**Run 1: cells coloured by class**

The bar under the picture is 20 um long. Fill, decap, tap and diode cells in grey.
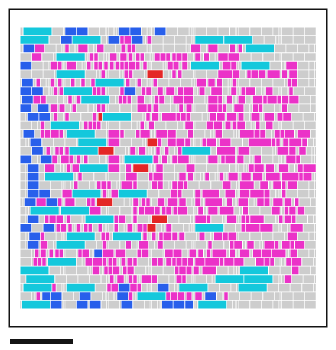
**Run 1: gate families picked out**

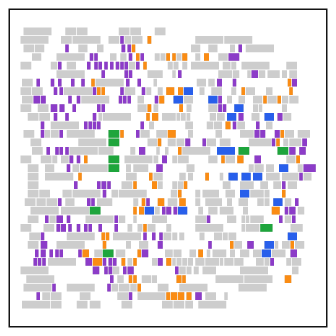
**Run 1: sizing map**

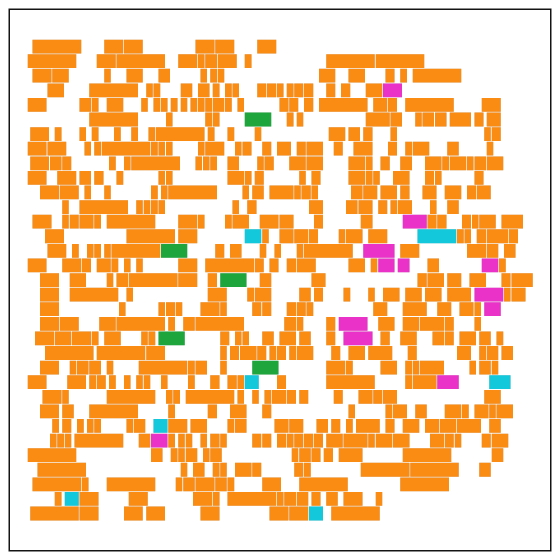
==> config.mk <==
export PLATFORM = sky130hd
export DESIGN_NAME = multi_stage_down_counter
export DESIGN_NICKNAME = d
export VERILOG_FILES = /design/src/rtl/multi_stage_down_counter.sv
export SDC_FILE = /design/constraint.sdc
export NUM_CORES = 1
export LEC_CHECK = 0
export CELL_PAD_IN_SITES_DETAIL_PLACEMENT = 0
export CELL_PAD_IN_SITES_GLOBAL_PLACEMENT = 1
export CORE_MARGIN = 3
export CORE_UTILIZATION = 45
export DETAILED_ROUTE_END_ITERATION = 6
export PLACE_DENSITY_LB_ADDON = 0.1
export SLEW_MARGIN = 20
export SYNTH_ARGS = -nofsm -noshare
export SYNTH_HDL_FRONTEND = slang
export SYNTH_SLANG_ARGS = --single-unit
==> constraint.sdc <==
create_clock -name clk_1Hz -period 9 [get_ports clk_1Hz]
set_input_delay 1.8 -clock clk_1Hz [delete_from_list [all_inputs] [get_ports clk_1Hz]]
set_output_delay 1.8 -clock clk_1Hz [all_outputs]
set_load 0.05 [all_outputs]
==> changes_impl.md, run 1 <==
## Flow update

- Leakage: 1.925 nW
- Register area: 0.001101 mm2
- Top cells, area: dfrtp_1, nand2_1, nor2_1
- RSZ-0062 raised after global routing: no
- Post-layout min period: 6305 ps
- Port Buffer Count: 49
- Post-route DRC: 0
- Post-Route Setup TNS: 0 ps
- Synth flops: 44
- Via/cell ratio: 6.261
- Floorplan Nets: 600
- Fp util: 0.4763
- Die Span Y: 100.7 um
- 1st-pass router iterations: 5
- Yosys chip area: 0.004031 mm2
- Crit end category: primary output
- Worst-path maximum fanout: 16
- Hold-fix buffers, CTS: 0
- CTS H-tree lvls: 2
- Slew @ Worst Pin: 1051 ps
- Setup CP Type: input pin to primary output
- Chip area: 0.01013 mm2
- Root buffer cell: clkbuf_8
- Status: finished clean
- Yosys warning total: 0
- Cell Type Count: 70
- Rel. slew slack: 0.2993
- Hold crit path type: flop to flop
- CTS Sinks: 44
- Drt initial violations: 352
- Fillcell total: 833
- Yosys top cell area share: 0.2731
- Total tool warning count: 32
Back to the opening pictures, 'cells coloured by class':
colour	class	cells
cyan	sequential cells	44
blue	remaining buffers and delay cells	51
red	clock drivers and dummy loads	8
magenta	combinational and other logic	473
Seq/total area: 0.2391
row cnt: 33

Back to the opening pictures, 'gate families picked out':
colour	family	cells	most used
orange	nor cells	71	nor2_1
purple	nand cells	162	nand2_1
green	mux cells	9	mux2i_1
blue	xor and xnor cells	18	xnor2_1
logic share of the area: 0.5892
Top cell excl fill/tap: nand2_1
Layout Cells excl Fill: 681

Back to the opening pictures, 'sizing map':
colour	size	cells	share
orange	_0 and _1 cells	552	96%
cyan	_3 and _4 cells	7	1.2%
magenta	_2 cells	12	2.1%
green	_6 and larger	5	0.87%
final design area excluding fillers: 0.004606 mm2
Non-clock buffers: 51
area grow syn2layout: 14.25%
PnR worst setup slack: 2695 ps

[run 1: cells in the mapped netlist, drive strengths merged, types with 3 or more instances]
cell and n:
inv 17, and2 3, xnor2 14, nor2 49, nor3 11, a311oi 5, nand2b 10, ha 12
nor2b 5, a2111oi 3, o31ai 6, a22o 3, o221ai 6, o211ai 3, o22a 9, nand2 124
clkbuf 26, a21oi 30, nor3b 3, a21o 3, a32o 3, a22oi 5, xor2 4, mux2i 8
and4 3, buf 12, nand4 8, a31oi 20, a211oi 7, nand3 19, dfrtp 44, or3 3
and3 7, o21ai 35, nor4 3, a211o 4
[run 1: logic make-up (layout without fill, tap and decap cells)]
family | count (synthesis) | in the layout | share of synthesized area
AOI/OAI and AO/OA | 164 | 164 | 0.2902
xor gates and xnor gates | 18 | 18 | 0.04097
adders and majority gates | 12 | 12 | 0.03724
buffers and inverters | 56 | 77 | 0.05431
DFF | 44 | 44 | 0.2731
muxes | 9 | 9 | 0.02266
and+or+nand+nor | 252 | 252 | 0.2815
[run 1: stage by stage]
stage	power [W]	worst slack (ps)	cells
6_report	0.001251	2695	681
3_3_place_gp	0.001102	2421	673
5_1_grt	0.001346	2493	681
4_1_cts	0.001242	2347	681
3_5_place_dp	0.001108	2383	673
2_1_floorplan	0.0008918	3866	555
[run 1: where the power goes]
group / switching (W) / internal (W)
Combinational: 0.000488 / 0.000295
Sequential: 0.0000973 / 0.000241
Clock: 0.0000747 / 0.0000554
[run 1: layer usage]
layer  wire (um)  track usage  vias to the layer above  share of wire
li1            -            -                     2060              -
met2        5686       0.3934                      189           0.44
met5           0            0                        -              0
met3         955      0.04221                       17          0.074
met1        6140       0.3877                     1998           0.47
met4         191      0.07668                        0          0.015
[run 1: cell usage in the layout, fill, tap and decap left out, types with 4 or more instances in the layout]
| cell type | instances |
|---|---|
| nand3_1 | 18 |
| dfrtp_1 | 44 |
| a22oi_1 | 5 |
| o22a_1 | 9 |
| nand4_1 | 8 |
| nor2b_1 | 4 |
| inv_1 | 17 |
| a31oi_1 | 20 |
| xor2_1 | 4 |
| o21ai_0 | 30 |
| ha_1 | 12 |
| o31ai_1 | 6 |
| nor2_1 | 48 |
| and3_1 | 7 |
| o21ai_1 | 4 |
| a21oi_1 | 29 |
| a211o_1 | 4 |
| a211oi_1 | 6 |
| o221ai_1 | 5 |
| clkbuf_8 | 5 |
| clkdlybuf4s50_1 | 48 |
| mux2i_1 | 8 |
| nand2b_1 | 10 |
| nand2_1 | 124 |
| xnor2_1 | 13 |
| a311oi_1 | 5 |
| nor3_1 | 11 |
[run 1: critical path, stage by stage]
cell and delay (ps):
clkdlybuf4s50_1 750, nor2b_2 710, nand2_1 170, a31oi_1 240, clkdlybuf4s50_1 840
[run 1: final cells by class]
| class | count | share of cell area |
|---|---|---|
| multi-input combinational | 455 | 0.5892 |
| sequential | 44 | 0.2391 |
| timing repair buffer | 51 | 0.1092 |
| tap | 105 | 0.02852 |
| clock buffer | 6 | 0.01576 |
| inverter | 18 | 0.01467 |
| clock inverter | 2 | 0.003532 |
==> run 2, diff against run 1 <==
CORE_UTILIZATION = 37   (was 45)
clock period = 5.6 ns   (was 9 ns; I/O delays follow)
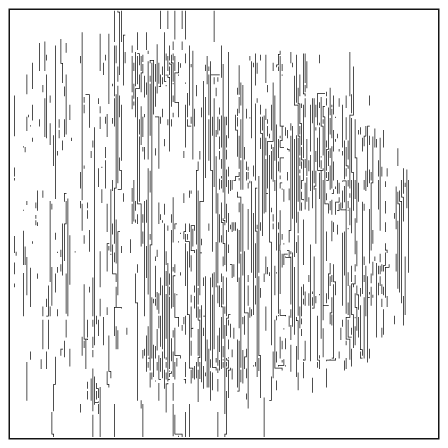
**Above:** run 2 (signal wires on met2).
main direction	vertical
nets with wire on the layer	487
share of all routed wire	45%
wire length on this layer	6100 um
GRT met2 Usage: 0.3756
DRT Wirelength: 13.50 mm

==> changes_impl.md, run 2 <==
## Flow update

- Status: finished clean
- CTS H-tree lvls: 2
- Crit end category: primary output
- Yosys warning total: 0
- Top cells excl fill/tap: nand2_1, nor2_1, clkdlybuf4s50_1
- Port Buffer Count: 49
- Yosys top cell area share: 0.2731
- # resized after CTS: 0
- Fp util: 0.3853
- Hold-fix buffers, CTS: 0
- Root buffer cell: clkbuf_8
- Yosys xor share: 0.04097
- Yosys adder share: 0.03724
- Most common cell in the netlist: nand2_1
- Fillcell total: 1126
- Hold crit path type: flop to flop
- Simple share: 0.2815
- Mux share: 0.02266
- Top cell excl fill/tap: nand2_1
- Worst-path maximum fanout: 10
- Via/cell ratio: 5.940
- Total Power: 0.002029 W
- Area grow syn2layout: 15.52%
- Total tool warning count: 32
- Cell Type Count: 70
- 1st-pass router iterations: 5
- Top cells, area: dfrtp_1, nand2_1, nor2_1
- Row cnt: 37
- Final design area excluding fillers: 0.004657 mm2
- Drt initial violations: 263
- Floorplan Nets: 600
- Yosys chip area: 0.004031 mm2
- Post-layout min period: 4509 ps
- Slew @ Worst Pin: 931.5 ps
- Post-Route Setup TNS: 0 ps
- Rel. slew slack: 0.3790
- Leakage: 1.935 nW
- Synth logic family: AND-OR/OR-AND gates
- Setup crit start kind: input pin
- Post-route DRC: 0
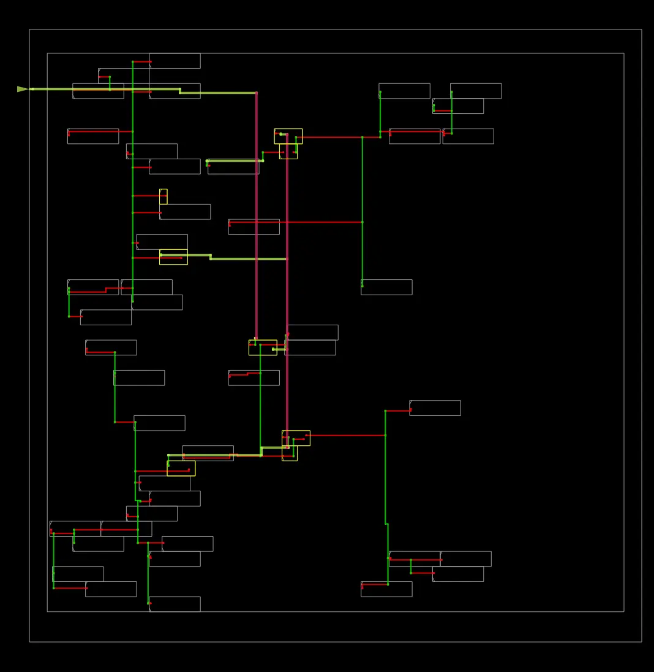
**Above:** run 2 (the clock network).
worst clock skew: 8.161 ps
clock-net power: 0.000212 W
final-layout clock buffer total: 6
CTS buffer count: 5
CTS Sinks: 44

==> run 2: cell families (layout without fill, tap and decap cells) <==
group                    count (synthesis)  after routing
AND-OR/OR-AND                          164            164
AND/OR/NAND/NOR                        252            252
multiplexers                             9              9
adder cells (fa/ha/maj)                 12             12
flip-flops                              44             44
buffers and inverters                   56             79
XOR/XNOR                                18             18
==> run 2: power breakdown <==
| group | leakage (nW) | switching (W) | total [W] | internal [W] |
|---|---|---|---|---|
| combinational | 1.34 | 0.000798 | 0.00127 | 0.000476 |
| sequential | 0.552 | 0.000155 | 0.000543 | 0.000387 |
| clock | 0.0414 | 0.000123 | 0.000212 | 0.0000890 |
==> run 2: layout make-up <==
class / count / area (um2) / area share
clock buffers: 6 / 72.57 / 0.01558
clock inverters: 2 / 16.27 / 0.003493
inverters: 18 / 67.56 / 0.01451
multi-input cells: 455 / 2711 / 0.5822
flip-flops and latches: 44 / 1101 / 0.2364
well taps: 136 / 170.2 / 0.03654
repair buffers: 53 / 518.0 / 0.1112
==> run 2: metrics by stage <==
stage,cells,setup WS (ps),utilization
after floorplan,555,1826,-
after global placement,706,1114,0.4364
after detailed placement,706,1085,0.4364
after CTS,714,1069,0.4449
after global routing,714,892.5,0.4451
final,714,1091,0.4451
==> run 2: metal layers <==
| layer | track usage | wire length (um) | vias up | part of all wire |
|---|---|---|---|---|
| li1 | - | - | 2061 | - |
| met1 | 0.3256 | 6369 | 1993 | 0.47 |
| met2 | 0.3756 | 6103 | 169 | 0.45 |
| met3 | 0.03087 | 773 | 18 | 0.057 |
| met4 | 0.07388 | 250 | 0 | 0.019 |
| met5 | 0 | 0 | - | 0 |
==> run 2: critical path: stages <==
cell	delay (ps)
clkdlybuf4s50_1	560
nor2b_1	340
buf_4	260
nand2_1	90
a31oi_1	190
clkdlybuf4s50_1	820
Power figures rest on the tool's default switching activity, not on a simulated workload.
